### Signal wires on met2

Scale: 2 px per um.
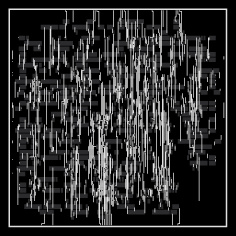
### Congestion heat map

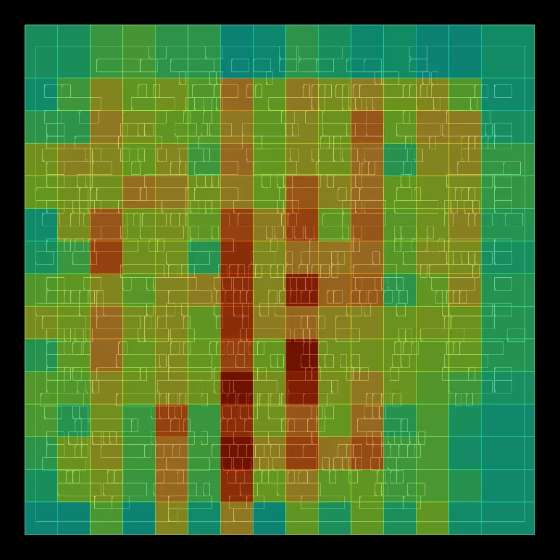
[config.mk]
export PLATFORM = sky130hd
export DESIGN_NAME = exec_ctrl
export DESIGN_NICKNAME = d
export VERILOG_FILES = /design/src/rtl/exec_ctrl.sv
export SDC_FILE = /design/constraint.sdc
export NUM_CORES = 1
export LEC_CHECK = 0
export ABC_AREA = 1
export CAP_MARGIN = 10
export CORE_MARGIN = 2
export CORE_UTILIZATION = 40
export CTS_CLUSTER_DIAMETER = 80
export DETAILED_ROUTE_END_ITERATION = 8
export PLACE_DENSITY = 0.59
export SKIP_CTS_REPAIR_TIMING = 1
export SLEW_MARGIN = 10
export SYNTH_ARGS = -nofsm -noshare
export SYNTH_HDL_FRONTEND = slang
export SYNTH_SLANG_ARGS = --single-unit
[constraint.sdc]
create_clock -name clk -period 5.55 [get_ports clk]
set_input_delay 1.11 -clock clk [delete_from_list [all_inputs] [get_ports clk]]
set_output_delay 1.11 -clock clk [all_outputs]
set_load 0.03 [all_outputs]
[src/rtl/exec_ctrl.sv]
// Sequencing controller for a 4-register, 8-bit datapath around an external combinational ALU.
// Latency: accept at edge N, operands registered N+1, result captured N+2, writeback pulse and register write at N+3.
// Backpressure: instr_ready is high only while idle, so one instruction is accepted every 4 cycles at most.
module exec_ctrl #(
    parameter bit R0_ZERO = 1'b1
) (
    input  logic        clk,
    input  logic        rst,
    input  logic        instr_valid,
    output logic        instr_ready,
    input  logic [15:0] instr,
    output logic [7:0]  alu_a,
    output logic [7:0]  alu_b,
    output logic [2:0]  alu_op,
    input  logic [7:0]  alu_result,
    output logic        wb_valid,
    output logic [1:0]  wb_addr,
    output logic [7:0]  wb_data,
    output logic        div_zero,
    input  logic [1:0]  dbg_addr,
    output logic [7:0]  dbg_data
);

    typedef enum logic [1:0] {
        S_IDLE = 2'd0,
        S_READ = 2'd1,
        S_EXEC = 2'd2,
        S_WB   = 2'd3
    } state_t;

    state_t      r_state;
    state_t      w_state_nxt;
    logic        r_live;
    logic [15:0] r_instr;
    logic [7:0]  r_rf [0:3];
    logic [7:0]  r_res;
    logic        r_dz;

    logic        w_accept;
    logic        w_ld_ops;
    logic        w_cap;
    logic        w_wb;
    logic [2:0]  w_op;
    logic [1:0]  w_rd;
    logic [1:0]  w_rs;
    logic [1:0]  w_rt;
    logic        w_imm_sel;
    logic [5:0]  w_imm6;
    logic [7:0]  w_rs_val;
    logic [7:0]  w_rt_val;
    logic        w_div0;
    logic        w_wr_en;

    // Field decode of the latched instruction.
    assign w_op      = r_instr[15:13];
    assign w_rd      = r_instr[12:11];
    assign w_rs      = r_instr[10:9];
    assign w_rt      = r_instr[8:7];
    assign w_imm_sel = r_instr[6];
    assign w_imm6    = r_instr[5:0];

    // R0 is hardwired to zero on every read port when R0_ZERO is set.
    assign w_rs_val = (R0_ZERO && (w_rs == 2'd0)) ? 8'h00 : r_rf[w_rs];
    assign w_rt_val = (R0_ZERO && (w_rt == 2'd0)) ? 8'h00 : r_rf[w_rt];
    assign dbg_data = (R0_ZERO && (dbg_addr == 2'd0)) ? 8'h00 : r_rf[dbg_addr];

    assign w_accept = instr_valid & instr_ready;
    assign w_div0   = (alu_op == 3'b011) && (alu_b == 8'h00);
    assign w_wr_en  = w_wb && !(R0_ZERO && (w_rd == 2'd0));

    // Out-of-reset flag: holds instr_ready low until the first edge after reset releases.
    always_ff @(posedge clk or posedge rst) begin
        if (rst) r_live <= 1'b0;
        else     r_live <= 1'b1;
    end

    // FSM state register.
    always_ff @(posedge clk or posedge rst) begin
        if (rst) r_state <= S_IDLE;
        else     r_state <= w_state_nxt;
    end

    // FSM next state: wait for acceptance in IDLE, then walk READ/EXEC/WB one per clock.
    always_comb begin
        w_state_nxt = r_state;
        case (r_state)
            S_IDLE:  if (w_accept) w_state_nxt = S_READ;
            S_READ:  w_state_nxt = S_EXEC;
            S_EXEC:  w_state_nxt = S_WB;
            S_WB:    w_state_nxt = S_IDLE;
            default: w_state_nxt = S_IDLE;
        endcase
    end

    // FSM outputs: per-state strobes for the datapath.
    always_comb begin
        instr_ready = 1'b0;
        w_ld_ops    = 1'b0;
        w_cap       = 1'b0;
        w_wb        = 1'b0;
        case (r_state)
            S_IDLE:  instr_ready = r_live;
            S_READ:  w_ld_ops    = 1'b1;
            S_EXEC:  w_cap       = 1'b1;
            S_WB:    w_wb        = 1'b1;
            default: instr_ready = 1'b0;
        endcase
    end

    // Latch the instruction on the accepting edge.
    always_ff @(posedge clk or posedge rst) begin
        if (rst)           r_instr <= 16'h0000;
        else if (w_accept) r_instr <= instr;
    end

    // Operand registers: loaded leaving READ and held through EXEC for the external ALU.
    always_ff @(posedge clk or posedge rst) begin
        if (rst) begin
            alu_a  <= 8'h00;
            alu_b  <= 8'h00;
            alu_op <= 3'b111;
        end else if (w_ld_ops) begin
            alu_a  <= w_rs_val;
            alu_b  <= w_imm_sel ? {2'b00, w_imm6} : w_rt_val;
            alu_op <= w_op;
        end
    end

    // Result capture leaving EXEC; a divide by zero overrides the ALU with all-ones.
    always_ff @(posedge clk or posedge rst) begin
        if (rst) begin
            r_res <= 8'h00;
            r_dz  <= 1'b0;
        end else if (w_cap) begin
            r_res <= w_div0 ? 8'hFF : alu_result;
            r_dz  <= w_div0;
        end
    end

    // Writeback outputs: registered on the same edge as the register-file write, so the pulse and the new dbg_data appear together.
    always_ff @(posedge clk or posedge rst) begin
        if (rst) begin
            wb_valid <= 1'b0;
            wb_addr  <= 2'd0;
            wb_data  <= 8'h00;
            div_zero <= 1'b0;
        end else if (w_wb) begin
            wb_valid <= 1'b1;
            wb_addr  <= w_rd;
            wb_data  <= r_res;
            div_zero <= r_dz;
        end else begin
            wb_valid <= 1'b0;
            div_zero <= 1'b0;
        end
    end

    // Register file write; lands before the next instruction can reach READ.
    always_ff @(posedge clk or posedge rst) begin
        if (rst) begin
            for (int i = 0; i < 4; i++) r_rf[i] <= 8'h00;
        end else if (w_wr_en) begin
            r_rf[w_rd] <= r_res;
        end
    end

endmodule
==> qor.txt <==
ys cells -> 532
antenna viol nets, final -> 0
die width -> 108 um
chip height -> 108 um
hold_ws -> 419 ps
status -> finished, final reports clean
Core Region -> 10400 um^2
Main logic family -> simple AND/OR/NAND/NOR gates
cell row count -> 37
final std cells w/o fill -> 720
setup slack after layout -> 1080 ps
drt via density -> 5.00
vias in the first global route -> 3423
r2r setup slk -> 3410 ps
worst hold path class -> flip-flop to flip-flop
Fmax -> 224 MHz
drt pass-1 iters -> 5
Worst IR Drop VDD -> 271 uV
post-synthesis register bit count -> 91
TritonCTS clock tree -> built
Worst R2R End -> r_rf[19]
area of the mapped netlist -> 4310 um^2
R2R cell count -> 3
port bufs -> 68
largest net degree at the start of global routing -> 59
TritonCTS Buffers -> 9
clk_skew -> 13.0 ps
Ys Warns -> 0
cycle use final -> 80.6%
Slew headroom -> 33.8%
EDFF count, synth -> 0
xor/xnor share -> 0%
Synth Seq Share -> 52.9%
Layout Area Growth over Synthesis -> 19.3%
syn avg cell area -> 8.11 um^2
## Picture notes: 'Signal wires on met2'
wire length on this layer	4760 um
longest straight run	46.6 um

## Picture notes: 'Congestion heat map'
met1 Track Usage GR: 27.8%
Total GRT Usage: 19.0%
utilization after layout: 49.4%

## metal layers
metal  global-route usage, %  part of all wire (%)
met1                    27.8                    49
met2                    29.2                    45
met3                    3.09                   4.8
met4                    5.68                   1.3
met5                       0                     0
## through the flow
stage / instance area [um^2] / power (mW)
floorplan: 4310 / 2.11
global placement: 4970 / 2.51
detailed placement: 4970 / 2.54
CTS: 5140 / 2.96
global route: 5140 / 3.17
finish: 5140 / 2.93
## synth_stat cells, drive strengths merged (2+ instances only)
master / count
nand3: 33
a21oi: 53
o21ai: 70
inv: 49
mux2: 2
nand2: 164
buf: 21
nor3: 3
ha: 4
dfrtp: 88
clkbuf: 12
nor2: 27
dfstp: 3
## worst max path at each step
| stage | startpoint | slack [ps] | to | cells after the start |
|---|---|---|---|---|
| floorplan | rst | 2080 | alu_a[0] | 1 |
| global placement | dbg_addr[0] | 1150 | dbg_data[5] | 6 |
| detailed placement | dbg_addr[0] | 1130 | dbg_data[5] | 6 |
| CTS | dbg_addr[0] | 1110 | dbg_data[5] | 6 |
| global route | dbg_addr[0] | 880 | dbg_data[5] | 6 |
| finish | dbg_addr[0] | 1080 | dbg_data[5] | 6 |
## worst max-delay path: stages
cell and delay (ps):
clkdlybuf4s50_1 820, inv_2 230, a21oi_1 190, o21ai_0 100, a21oi_1 200, clkdlybuf4s50_1 710
## layout by cell type, fill, tap and decap left out, types with 3 or more instances in the layout
cell type and count:
clkbuf_8 10, nor3_1 3, nor2_1 26, o21ai_0 69
ha_1 4, inv_2 3, dfstp_2 3, a21oi_1 47
nand2_1 164, dfrtp_1 88, a21oi_2 5, clkdlybuf4s50_1 68
clkbuf_1 3, nand3_1 33, inv_1 44
## report_power, final
part           internal (mW)  switching, mW
Combinational          0.492          0.827
Clock                  0.177          0.238
Sequential             0.934          0.266
Total                   1.60           1.33
## final cells by class
| class | count | area [um^2] |
|---|---|---|
| clock inverters | 3 | 23.8 |
| multi-input cells | 358 | 1640 |
| well taps | 136 | 170 |
| fillers | 1030 | 5270 |
| clock buffers | 13 | 149 |
| repair buffers | 69 | 688 |
| inverters | 50 | 194 |
| flip-flops and latches | 91 | 2280 |
## registers in the layout, summed over array words and instances, names as in the netlist
signal and count:
alu_b 8, r_rf 32, alu_a 8, wb_valid 1, alu_op 3, wb_data 8
r_res 8, r_instr 16, r_dz 1, wb_addr 2, r_state 2, r_live 1
div_zero 1
## cells by family (layout without fill, tap and decap cells)
logic type,after synthesis,in the layout
compound gates,123,123
mux,2,2
simple gates,228,228
buf+inv,83,135
fa+ha+maj,4,4
flops,91,91
other cells,1,1
Power figures rest on the tool's default switching activity, not on a simulated workload.
